run_1/pinout.png
Scale: 6 px per um. Pins as bars across the die edge, other pins in grey.
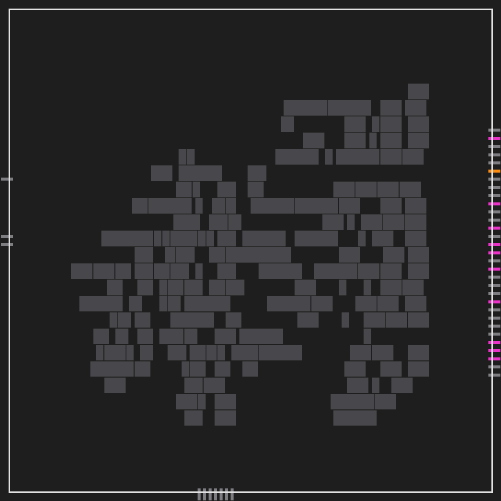
run_1/route_heat.png
Scale: 4 px per um. 16 x 16 tiles, from dark blue (low) to red (high), scaled to the fullest tile. Values are wire area over tile area, all layers added.
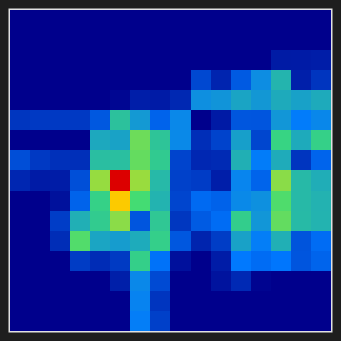
run_1/m3.png
Scale: 6 px per um. Cells faint in the background.
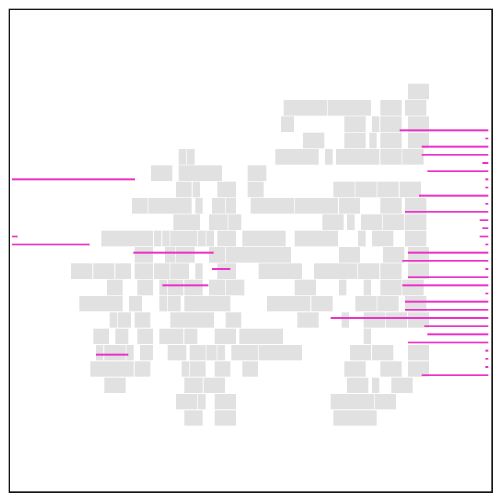
run_1/m2.png
Scale: 6 px per um. Cells faint in the background.
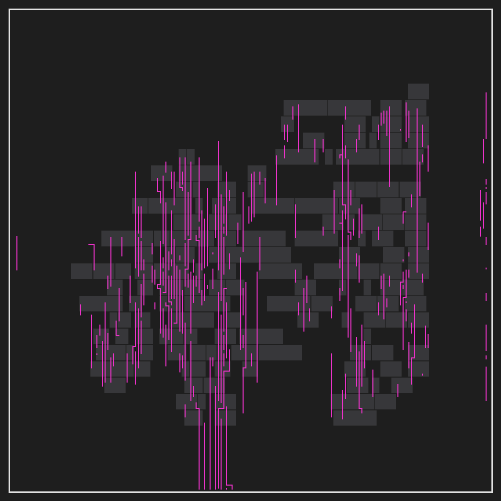
==> src/rtl/egress_class_arbiter_pkg.sv <==
// Shared state encoding, widths and helpers for the egress class arbiter.
// Optional grant counters are enabled with ARB_GRANT_CNT_EN.
package egress_class_arbiter_pkg;

  typedef enum logic [1:0] {
    IDLE   = 2'd0,
    SERVE0 = 2'd1,
    SERVE1 = 2'd2
  } arb_state_t;

  localparam int CREDIT_W = 4;
  localparam int GCNT_W   = 16;

  function automatic logic [GCNT_W-1:0] sat_inc(input logic [GCNT_W-1:0] v);
    return (v == {GCNT_W{1'b1}}) ? v : v + 1'b1;
  endfunction

endpackage

==> src/rtl/egress_class_arbiter_arb_credit_fsm.sv <==
// Weighted two-class service FSM: picks a class, spends its credit one pop at a time,
// and hands over to the other class when credit runs out or its FIFO drains.
module arb_credit_fsm
  import egress_class_arbiter_pkg::*;
#(
  parameter int WEIGHT0 = 1,
  parameter int WEIGHT1 = 3
) (
  input  logic clk,
  input  logic reset,
  input  logic i_eligible,
  input  logic i_fifo0_empty,
  input  logic i_fifo1_empty,
  output logic o_read0,
  output logic o_read1
);

  localparam logic [CREDIT_W-1:0] W0  = CREDIT_W'(WEIGHT0);
  localparam logic [CREDIT_W-1:0] W1  = CREDIT_W'(WEIGHT1);
  localparam logic [CREDIT_W-1:0] ONE = CREDIT_W'(1);

  arb_state_t            r_state;
  logic [CREDIT_W-1:0]   r_credit;

  // Pop strobes follow the live empty/pause flags so a pop never lands on an empty FIFO.
  assign o_read0 = i_eligible && (r_state == SERVE0) && !i_fifo0_empty;
  assign o_read1 = i_eligible && (r_state == SERVE1) && !i_fifo1_empty;

  always_ff @(posedge clk) begin
    if (!reset) begin
      r_state  <= IDLE;
      r_credit <= '0;
    end else if (i_eligible) begin
      case (r_state)
        IDLE: begin
          if (!i_fifo1_empty) begin
            r_state  <= SERVE1;
            r_credit <= W1;
          end else if (!i_fifo0_empty) begin
            r_state  <= SERVE0;
            r_credit <= W0;
          end
        end
        SERVE0: begin
          if (i_fifo0_empty || r_credit <= ONE) begin
            if (!i_fifo1_empty) begin
              r_state  <= SERVE1;
              r_credit <= W1;
            end else if (!i_fifo0_empty) begin
              r_credit <= W0;
            end else begin
              r_state  <= IDLE;
              r_credit <= '0;
            end
          end else begin
            r_credit <= r_credit - 1'b1;
          end
        end
        SERVE1: begin
          if (i_fifo1_empty || r_credit <= ONE) begin
            if (!i_fifo0_empty) begin
              r_state  <= SERVE0;
              r_credit <= W0;
            end else if (!i_fifo1_empty) begin
              r_credit <= W1;
            end else begin
              r_state  <= IDLE;
              r_credit <= '0;
            end
          end else begin
            r_credit <= r_credit - 1'b1;
          end
        end
        default: begin
          r_state  <= IDLE;
          r_credit <= '0;
        end
      endcase
    end
  end

endmodule

==> src/rtl/egress_class_arbiter.sv <==
// Two-class egress merger: credit FSM issues pops, a 2-stage pipeline returns the words.
// Define ARB_GRANT_CNT_EN to add saturating per-class grant counters.
module egress_class_arbiter
  import egress_class_arbiter_pkg::*;
#(
  parameter int DATA_SIZE = 10,
  parameter int WEIGHT0   = 1,
  parameter int WEIGHT1   = 3
) (
  input  logic                 clk,
  input  logic                 reset,
  input  logic                 fifo0_empty,
  input  logic                 fifo1_empty,
  input  logic                 fifo0_error,
  input  logic                 fifo1_error,
  input  logic [DATA_SIZE-1:0] in0,
  input  logic [DATA_SIZE-1:0] in1,
  input  logic                 pause_in,
  output logic                 read0,
  output logic                 read1,
  output logic [DATA_SIZE-1:0] data_out,
  output logic                 valid_out,
  output logic                 arb_error
`ifdef ARB_GRANT_CNT_EN
  ,
  output logic [GCNT_W-1:0]    grant_cnt0,
  output logic [GCNT_W-1:0]    grant_cnt1
`endif
);

  logic                 w_eligible;
  logic                 w_read0;
  logic                 w_read1;
  logic                 r_arb_error;
  logic                 r_vld1;
  logic                 r_sel1;
  logic                 r_valid_out;
  logic [DATA_SIZE-1:0] r_data_out;

  // No pops while held in reset, paused, or after a FIFO fault.
  assign w_eligible = reset && !pause_in && !r_arb_error;

  arb_credit_fsm #(
    .WEIGHT0(WEIGHT0),
    .WEIGHT1(WEIGHT1)
  ) u_fsm (
    .clk          (clk),
    .reset        (reset),
    .i_eligible   (w_eligible),
    .i_fifo0_empty(fifo0_empty),
    .i_fifo1_empty(fifo1_empty),
    .o_read0      (w_read0),
    .o_read1      (w_read1)
  );

  // Stage 1 remembers which FIFO was popped; FIFO data arrives one cycle later.
  always_ff @(posedge clk) begin
    if (!reset) begin
      r_arb_error <= 1'b0;
      r_vld1      <= 1'b0;
      r_sel1      <= 1'b0;
      r_valid_out <= 1'b0;
      r_data_out  <= '0;
    end else begin
      if (fifo0_error || fifo1_error) begin
        r_arb_error <= 1'b1;
      end
      r_vld1      <= w_read0 || w_read1;
      r_sel1      <= w_read1;
      r_valid_out <= r_vld1;
      if (r_vld1) begin
        r_data_out <= r_sel1 ? in1 : in0;
      end
    end
  end

  assign read0     = w_read0;
  assign read1     = w_read1;
  assign data_out  = r_data_out;
  assign valid_out = r_valid_out;
  assign arb_error = r_arb_error;

`ifdef ARB_GRANT_CNT_EN
  logic [1:0] w_read_vec;
  assign w_read_vec = {w_read1, w_read0};

  for (genvar gi = 0; gi < 2; gi++) begin : g_gcnt
    logic [GCNT_W-1:0] r_cnt;
    always_ff @(posedge clk) begin
      if (!reset) begin
        r_cnt <= '0;
      end else if (w_read_vec[gi]) begin
        r_cnt <= sat_inc(r_cnt);
      end
    end
  end

  assign grant_cnt0 = g_gcnt[0].r_cnt;
  assign grant_cnt1 = g_gcnt[1].r_cnt;
`endif

endmodule

==> config.mk <==
export PLATFORM = sky130hd
export DESIGN_NAME = egress_class_arbiter
export DESIGN_NICKNAME = d
export VERILOG_FILES = /design/src/rtl/egress_class_arbiter_pkg.sv /design/src/rtl/egress_class_arbiter_arb_credit_fsm.sv /design/src/rtl/egress_class_arbiter.sv
export SDC_FILE = /design/constraint.sdc
export NUM_CORES = 1
export LEC_CHECK = 0
export CAP_MARGIN = 10
export CORE_MARGIN = 10
export CORE_UTILIZATION = 30
export CTS_CLUSTER_DIAMETER = 40
export DETAILED_ROUTE_END_ITERATION = 10
export GPL_TIMING_DRIVEN = 1
export PLACE_DENSITY = 0.69
export RECOVER_POWER = 100
export SYNTH_ARGS = -nofsm -noshare
export SYNTH_HDL_FRONTEND = slang
export SYNTH_SLANG_ARGS = --single-unit
==> constraint.sdc <==
create_clock -name clk -period 2.33 [get_ports clk]
set_input_delay 0.466 -clock clk [delete_from_list [all_inputs] [get_ports clk]]
set_output_delay 0.466 -clock clk [all_outputs]
set_load 0.005 [all_outputs]
==> impl_metrics.csv, run 1 <==
group,metric,value,unit
logic_synthesis,ys_cells,114,
pwr,p_leak,0.692,nW
cells_and_area,comb_share,39.2,%
sta,setup_slack,0.146,ns
cells_and_area,largest_cell_class,"logic gates",
logic_synthesis,synth_flops,20,
logic_synthesis,asyncSetResetFlopFracSynth,0,%
setup_path,critPathMaxStageDelay,0.47,ns
cells_and_area,drive_gt1_share,13.1,%
cells_and_area,num-nonclk-buffers,50,
status,status,"finished, final reports clean",
clock_tree,numCtsBuffers,3,
pwr,power_density,478,nW/um^2
logic_synthesis,synth-simple-area-share,23.1,%
placed_design,preCtsSetupSlack,-0.218,ns
cells_and_area,nMultiInputCombCells,84,
sta,min_period_over_period,93.7,%
logic_synthesis,syn-cell-area,1090,um^2
sta,clock-skew-final,0.00419,ns
setup_path,cp_cell_sequence,"clkdlybuf4s50_1, or3b_1, nor2_1, dlygate4sd2_1",
floorplan,design.core.area,3420,um^2
clock_tree,cts-root-buf,"clkbuf_4",
cells_and_area,syn_to_final_growth,49.8,%
sta,rsz0062_at_grt,"false",
run,maxCapViolCount,0,
logic_synthesis,ys_seq_share,36.8,%
About pinout.png:
Key: orange = valid_out [pins 1, direction output, edge east]; magenta = in0 [pins 10, direction input, edge east]
Die Height: 80.2 um
PortBufs: 40
Die W: 80.2 um

About route_heat.png:
The mean over all tiles is 0.075. The fullest tile reaches 0.50. The emptiest ninth of the die: north-west. 4.7% of the tiles are over half the peak. 45% of the tiles are nearly empty.
GRT Resource Usage Total: 9.24%
drt total wl: 2.94 mm
wire per inst: 14.3 um

About m3.png:
The layer holds 9.9% of the routed length. The layer carries 290 um of wire. The longest straight run is 26.0 um. The wires run mostly horizontal.
via count: 1014
M3 GR Usage: 3.34%

About m2.png:
The wires run mostly vertical. 161 nets have wire on it.
GRT met2 Usage: 15.2%

[run 1: report_power, final]
group	switching, mW	internal (mW)
Combinational	0.0534	0.0841
Sequential	0.00852	0.351
Clock	0.108	0.174
Total	0.170	0.609
[run 1: final timing paths]
kind	slack [ns]	depth (start not counted)	endpoint
worst min-delay path	0.49	1	data_out[4]$_SDFFE_PN0P_
worst max-delay path	0.15	4	read0
worst max register to register	0.47	6	u_fsm.r_credit[1]$_SDFFE_PN0P_
worst min register to register	0.49	1	data_out[4]$_SDFFE_PN0P_
[run 1: what timing repair did]
action | CTS | global route
buffers inserted | 0 | 0
resized | 3 | 0
hold buffers | 0 | 0
endpoints found under the setup margin | 2 | 0
--- run 2 (diff from run 1) ---
- PLACE_DENSITY: 0.69 -> 0.7
- SYNTH_HIERARCHICAL: not set -> 1
run_2/m3.png
Scale: 6 px per um. Cells faint in the background.
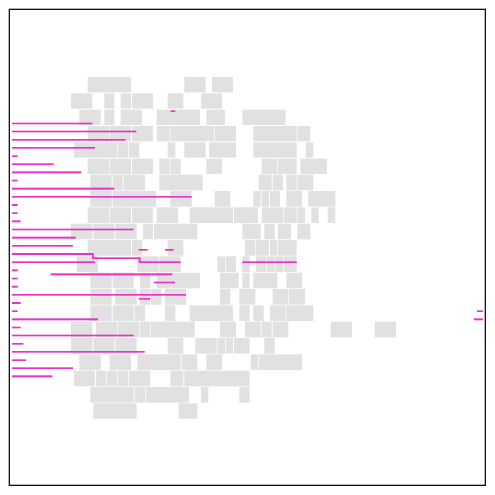
The layer holds 13% of the routed length. 38 nets have wire on it. The longest straight run is 29.7 um. The wires run mostly horizontal. The layer carries 365 um of wire.
drt total wl: 2.77 mm
M3 GR Usage: 5.29%

==> run 2 against run 1 <==
Net effect: clock skew grew 0.0037 ns; non-clock buffer count shrank 3; first-iteration DRC count grew 11%; register-to-register slack gained 0.06 ns; sequential power is essentially flat; setup slack gained 0.014 ns.
==> impl_metrics.csv, run 2 <==
group,metric,value,unit
pwr,p_switching,0.164,mW
pwr,intPower,0.591,mW
clock_tree,post_cts_buffers,0,
cells_and_area,drive_gt1_share,8.70,%
floorplan,die_h,79.1,um
pwr,p_comb,0.110,mW
pwr,clkPwrFrac,38.0,%
logic_synthesis,ys_seq_share,38.2,%
cells_and_area,syn_to_final_growth,47.2,%
sta,setup_slack,0.160,ns
pwr,power_density,490,nW/um^2
route,num_vias,1019,
sta,min_period_over_period,93.1,%
pwr,seq_power,0.358,mW
placed_design,preCtsSetupSlack,-0.295,ns
floorplan,design.core.area,3360,um^2
global_route,track_usage,8.81,%
status,status,"finished, final reports clean",
floorplan,fp.dieW,79.1,um
setup_path,crit_path_end,"read1",
pwr,switching_share,21.7,%
run,maxCapViolCount,0,
pwr,p_leak,0.613,nW
setup_path,r2r_cells,6,
logic_synthesis,asyncSetResetFlopFracSynth,0,%
setup_path,reg2reg_slack,0.53,ns
logic_synthesis,ys_cells,119,
==> run 2: final cells by class <==
class	count	share of cell area (%)
Inverter	4	0.974
Tap cell	46	3.73
Multi-Input combinational cell	86	37.3
Clock buffer	3	1.46
Timing Repair Buffer	47	28.7
Sequential cell	20	26.0
Clock inverter	1	1.95
==> run 2: metrics by stage <==
| step | instance area, um^2 | util [%] | power [mW] | hold WS (ns) |
|---|---|---|---|---|
| 4_1_cts | 1560 | 46.3 | 0.766 | 0.517 |
| 2_1_floorplan | 1050 | - | 0.412 | 0.465 |
| 6_report | 1540 | 45.8 | 0.755 | 0.530 |
| 3_5_place_dp | 1500 | 44.5 | 0.479 | 0.495 |
| 3_3_place_gp | 1500 | 44.5 | 0.476 | 0.489 |
| 5_1_grt | 1540 | 45.8 | 0.789 | 0.566 |
Power figures rest on the tool's default switching activity, not on a simulated workload.
